<file path="src/rtl/telemetry_tx.sv">
// Periodic eBike telemetry transmitter: snapshots battery voltage, motor current and
// pedal torque on a free-running period tick and sends them as an 8-byte 8N1 UART packet.
module telemetry_tx #(
  parameter int BAUD_DIV = 2604,
  parameter int PERIOD_W = 20
) (
  input  logic        clk,
  input  logic        rst_n,
  input  logic [11:0] batt_v,
  input  logic [11:0] avg_curr,
  input  logic [11:0] avg_torque,
  output logic        TX,
  output logic        busy,
  output logic        pkt_sent
);

  typedef enum logic {
    S_IDLE = 1'b0,
    S_XMIT = 1'b1
  } state_t;

  localparam logic [11:0]         BAUD_LAST  = 12'(BAUD_DIV - 1);
  localparam logic [PERIOD_W-1:0] PERIOD_ONE = {{(PERIOD_W-1){1'b0}}, 1'b1};

  state_t              r_state;
  state_t              w_state_nxt;
  logic [PERIOD_W-1:0] r_period;
  logic [11:0]         r_baud;
  logic [3:0]          r_bit;
  logic [2:0]          r_idx;
  logic [2:0]          w_idx_nxt;
  logic [9:0]          r_shreg;
  logic [9:0]          w_shreg_nxt;
  logic [11:0]         r_batt;
  logic [11:0]         r_curr;
  logic [11:0]         r_torque;
  logic                r_tx;
  logic                r_busy;
  logic                r_pkt_sent;
  logic                w_trigger;
  logic                w_baud_end;
  logic                w_load;
  logic                w_shift;
  logic                w_done;
  logic [7:0]          w_byte;

  function automatic logic [7:0] pkt_byte(input logic [2:0]  idx,
                                          input logic [11:0] b,
                                          input logic [11:0] c,
                                          input logic [11:0] t);
    case (idx)
      3'd0:    pkt_byte = 8'hAA;
      3'd1:    pkt_byte = 8'h55;
      3'd2:    pkt_byte = {4'h0, b[11:8]};
      3'd3:    pkt_byte = b[7:0];
      3'd4:    pkt_byte = {4'h0, c[11:8]};
      3'd5:    pkt_byte = c[7:0];
      3'd6:    pkt_byte = {4'h0, t[11:8]};
      3'd7:    pkt_byte = t[7:0];
      default: pkt_byte = 8'hAA;
    endcase
  endfunction

  assign w_trigger  = &r_period;
  assign w_baud_end = (r_baud == BAUD_LAST);
  // Byte 0 is a constant, so loading it on the trigger edge does not need the snapshot yet.
  assign w_byte     = pkt_byte(w_idx_nxt, r_batt, r_curr, r_torque);

  // Packet FSM: next state, byte index and shift/load/done strobes
  always_comb begin
    w_state_nxt = r_state;
    w_idx_nxt   = r_idx;
    w_load      = 1'b0;
    w_shift     = 1'b0;
    w_done      = 1'b0;
    case (r_state)
      S_IDLE: begin
        if (w_trigger) begin
          w_state_nxt = S_XMIT;
          w_idx_nxt   = 3'd0;
          w_load      = 1'b1;
        end else begin
          w_state_nxt = S_IDLE;
        end
      end
      S_XMIT: begin
        if (w_baud_end && (r_bit == 4'd9)) begin
          if (r_idx == 3'd7) begin
            w_state_nxt = S_IDLE;
            w_done      = 1'b1;
          end else begin
            w_idx_nxt = r_idx + 3'd1;
            w_load    = 1'b1;
          end
        end else if (w_baud_end) begin
          w_shift = 1'b1;
        end else begin
          w_state_nxt = S_XMIT;
        end
      end
      default: begin
        w_state_nxt = S_IDLE;
      end
    endcase
  end

  // Shift register next value: frame load {stop, data, start} or right shift filling with idle
  always_comb begin
    w_shreg_nxt = r_shreg;
    if (w_load) begin
      w_shreg_nxt = {1'b1, w_byte, 1'b0};
    end else if (w_shift) begin
      w_shreg_nxt = {1'b1, r_shreg[9:1]};
    end else begin
      w_shreg_nxt = r_shreg;
    end
  end

  // Free-running packet period counter
  always_ff @(posedge clk or negedge rst_n) begin
    if (!rst_n) begin
      r_period <= '0;
    end else begin
      r_period <= r_period + PERIOD_ONE;
    end
  end

  // FSM state, UART datapath and registered outputs
  always_ff @(posedge clk or negedge rst_n) begin
    if (!rst_n) begin
      r_state    <= S_IDLE;
      r_idx      <= 3'd0;
      r_shreg    <= 10'h3FF;
      r_baud     <= 12'd0;
      r_bit      <= 4'd0;
      r_batt     <= 12'd0;
      r_curr     <= 12'd0;
      r_torque   <= 12'd0;
      r_tx       <= 1'b1;
      r_busy     <= 1'b0;
      r_pkt_sent <= 1'b0;
    end else begin
      r_state <= w_state_nxt;
      r_idx   <= w_idx_nxt;
      r_shreg <= w_shreg_nxt;
      if ((r_state == S_IDLE) && w_trigger) begin
        r_batt   <= batt_v;
        r_curr   <= avg_curr;
        r_torque <= avg_torque;
      end
      if ((r_state == S_XMIT) && (w_state_nxt == S_XMIT) && !w_baud_end) begin
        r_baud <= r_baud + 12'd1;
      end else begin
        r_baud <= 12'd0;
      end
      if (w_load || w_done) begin
        r_bit <= 4'd0;
      end else if (w_shift) begin
        r_bit <= r_bit + 4'd1;
      end
      // TX follows the next frame bit so the start bit appears right after the trigger edge
      r_tx       <= (w_state_nxt == S_XMIT) ? w_shreg_nxt[0] : 1'b1;
      r_busy     <= (w_state_nxt == S_XMIT);
      r_pkt_sent <= w_done;
    end
  end

  assign TX       = r_tx;
  assign busy     = r_busy;
  assign pkt_sent = r_pkt_sent;

endmodule

</file>
<file path="config.mk">
export PLATFORM = sky130hd
export DESIGN_NAME = telemetry_tx
export DESIGN_NICKNAME = d
export VERILOG_FILES = /design/src/rtl/telemetry_tx.sv
export SDC_FILE = /design/constraint.sdc
export NUM_CORES = 1
export LEC_CHECK = 0
export CAP_MARGIN = 0
export CORE_MARGIN = 3
export CORE_UTILIZATION = 51
export CTS_CLUSTER_DIAMETER = 120
export DETAILED_ROUTE_END_ITERATION = 8
export PLACE_DENSITY = 0.72
export REMOVE_ABC_BUFFERS = 1
export SLEW_MARGIN = 20
export SYNTH_ARGS = -nofsm -noshare
export SYNTH_HDL_FRONTEND = slang
export SYNTH_SLANG_ARGS = --single-unit
</file>
<file path="constraint.sdc">
create_clock -name clk -period 2.05 [get_ports clk]
set_input_delay 0.205 -clock clk [delete_from_list [all_inputs] [get_ports clk]]
set_output_delay 0.205 -clock clk [all_outputs]
set_load 0.03 [all_outputs]
</file>
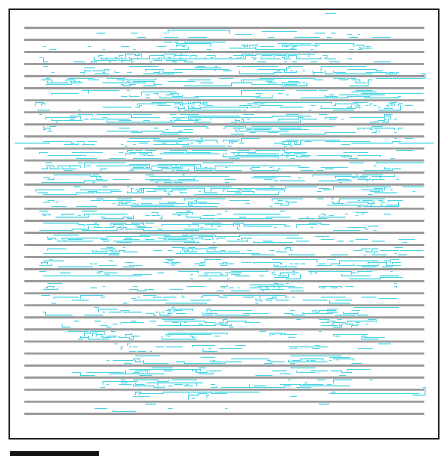
Figure 1: run 1, the metal 1 layer.
Bar = 20 um. Supply wires on this layer in grey.
share of all routed wire: 45%
wire length on this layer: 4160 um
nets with wire on the layer: 530
main direction: horizontal
routed wire length: 9231 um
via count: 3381
GR Layer Usage met1: 29.05%

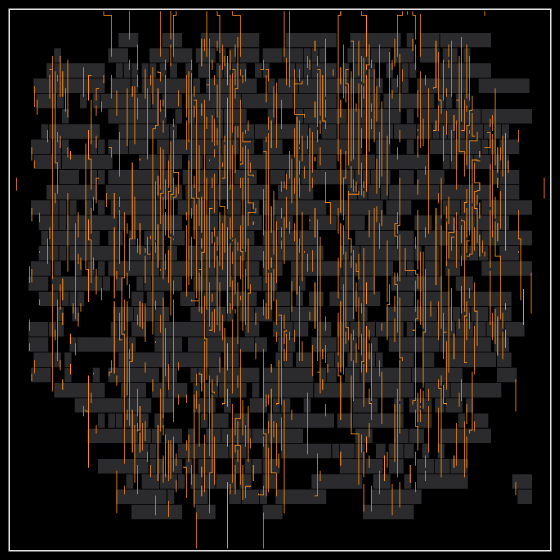
Figure 2: run 1, signal wires on met2.
Cells faint in the background.
share of all routed wire: 49%
wire length on this layer: 4560 um
main direction: vertical
M2 GR Usage: 34.71%

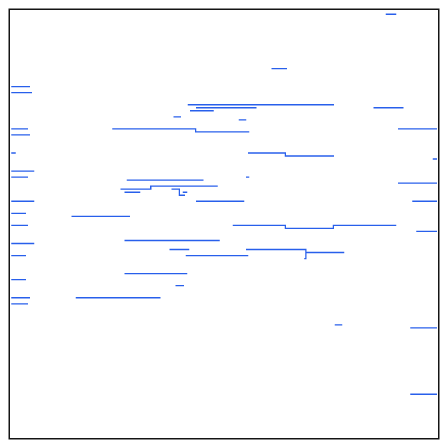
Figure 3: run 1, M3 wires.
wire length on this layer: 417 um
longest straight run: 32.7 um
share of all routed wire: 4.5%

==> impl_metrics.json, run 1 <==
{
  "crit_end": "r_shreg[1]",
  "peakVddDrop_mv": 0.4244,
  "synth-edff-count": 0,
  "cts_tree": "done",
  "setup_viol": 8,
  "leakagePower_uw": 0.002563,
  "slew_headroom_pct": 67.37,
  "grt_busiest_layer": "met2",
  "nFillCells": 600,
  "total_power_uw": 3204,
  "synth_warnings": 0,
  "synthArstFlopShare_pct": 100.0,
  "outcome": "complete, but fails checks",
  "die_x_um": 96.51,
  "hp-class": "input pin to asynchronous set/reset pin",
  "grt_pass1_vias": 3326,
  "top_cells_by_count": "148 x nand2_1, 77 x dfrtp_1, 32 x nor2_1",
  "layout_setup_ws_ns": -0.1231,
  "design_area_um2": 5492,
  "cpMaxStageDelayCell": "dfrtp_1",
  "finalHoldViolations": 0,
  "synth_seq_share_pct": 53.04,
  "root_buffer": "clkbuf_8",
  "violations": "negative setup slack",
  "rows": 32
}
run 1: cell type report:
type,instances,area (um2),share of cell area (%)
Sequential cell,88,2216,40.35
Clock inverter,6,91.34,1.663
Tap cell,102,127.6,2.324
Inverter,7,28.78,0.5240
Multi-Input combinational cell,329,1963,35.75
Clock buffer,10,137.6,2.506
Timing Repair Buffer,106,927.1,16.88
run 1: worst max-delay path, delay by kind of cell, from the launching register on:
kind | cells | cell delay [ns]
DFF | 1 | 0.39
and+or+nand+nor | 4 | 1.01
AOI/OAI and AO/OA | 2 | 0.37
muxes | 1 | 0.34
run 1: cells by family after synthesis:
logic type	count (synthesis)	synth area share [%]
fa+ha+maj	5	1.497
flops	88	53.04
mux	12	2.995
simple gates	240	26.15
xor+xnor	30	6.649
buf+inv	25	2.665
compound gates	42	7.008
Figure 4. Routing congestion (run 1).
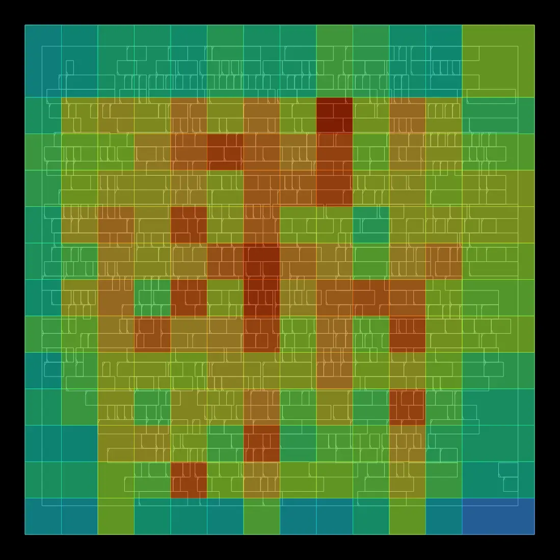

==> inputs of run 2 (changes only) <==
- SETUP_SLACK_MARGIN: default -> 0.3
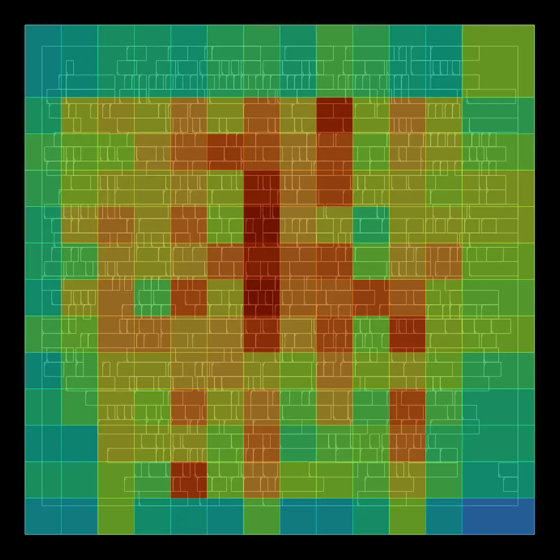
Figure 5: run 2, routing congestion.
routing usage on met3: 4.725%
GRT Util Overall: 21.77%

==> impl_metrics.json, run 2 <==
{
  "outcome": "complete, but fails checks",
  "violations": "negative setup slack",
  "drt-initial-drc-count": 163,
  "ys_sh_xor_pct": 6.649,
  "core_util_floorplan_pct": 53.24,
  "die_x_um": 96.51,
  "grt_pass1_vias": 3370,
  "cts_tree": "done",
  "ys_sh_aoi_pct": 7.008,
  "period_needed_ns": 2.265,
  "synthArstFlopShare_pct": 100.0,
  "synth_seq_share_pct": 53.04,
  "ys_sh_simple_pct": 26.15,
  "synth-edff-count": 0,
  "total_power_uw": 3209,
  "hp-class": "input pin to asynchronous set/reset pin",
  "setup_viol": 9,
  "wl_um": 9765,
  "cp-startpoint": "r_baud[0]",
  "peakVddDrop_mv": 0.4277,
  "root_buffer": "clkbuf_8",
  "netlist_logic_family_top": "simple AND/OR/NAND/NOR gates",
  "fa_ha_area_share_pct": 1.497,
  "fin_nets": 593,
  "crit_end": "r_shreg[1]",
  "met1_usage_pct": 28.89,
  "layout_setup_ws_ns": -0.2154,
  "port_buffers": 40,
  "gp_congestion": 0.8598,
  "met2_usage_pct": 35.98,
  "arrival_ns": 2.54,
  "synth_warnings": 0,
  "r2r_setup_slack_ns": -0.22,
  "slew_headroom_pct": 67.64,
  "die_y_um": 96.51,
  "firstDrtPassIters": 4,
  "finalHoldViolations": 0,
  "leakagePower_uw": 0.002628,
  "grt_busiest_layer": "met2",
  "design_area_um2": 5633,
  "place_area_um2": 5104,
  "top_cells_by_count": "148 x nand2_1, 77 x dfrtp_1, 32 x nor2_1"
}
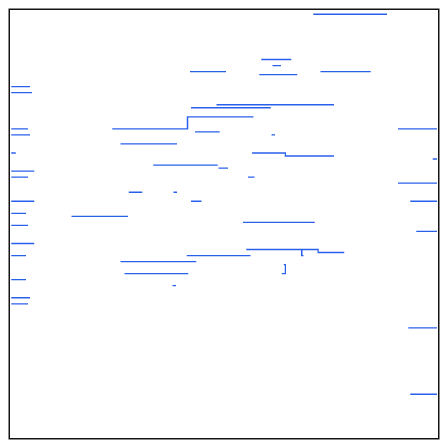
Figure 6: run 2, M3 wires.
share of all routed wire: 3.9%
nets with wire on the layer: 38

==> run 2: where the power goes <==
part / switching [uW] / leakage (uW) / total (uW) / internal (uW)
registers: 0 / 0.000987 / 1740 / 1740
logic: 43.4 / 0.00154 / 111 / 67.5
clock network: 639 / 0.000105 / 1360 / 724
total: 682 / 0.00263 / 3210 / 2530
==> run 2: critical path, delay by kind of cell (launching register included) <==
kind | cells | cell delay, ns
AND-OR/OR-AND | 3 | 0.76
XOR/XNOR | 1 | 0.27
adder cells (fa/ha/maj) | 1 | 0.18
flip-flops | 1 | 0.37
AND/OR/NAND/NOR | 3 | 0.62
==> run 2: area by class of cell <==
type,instances,area [um2]
flip-flops and latches,88,2216
inverters,7,28.78
multi-input cells,331,2043
clock inverters,6,91.34
fillers,571,2215
well taps,102,127.6
repair buffers,113,988.4
clock buffers,10,137.6
No activity file was given, so power comes from the tool's default toggle rates.
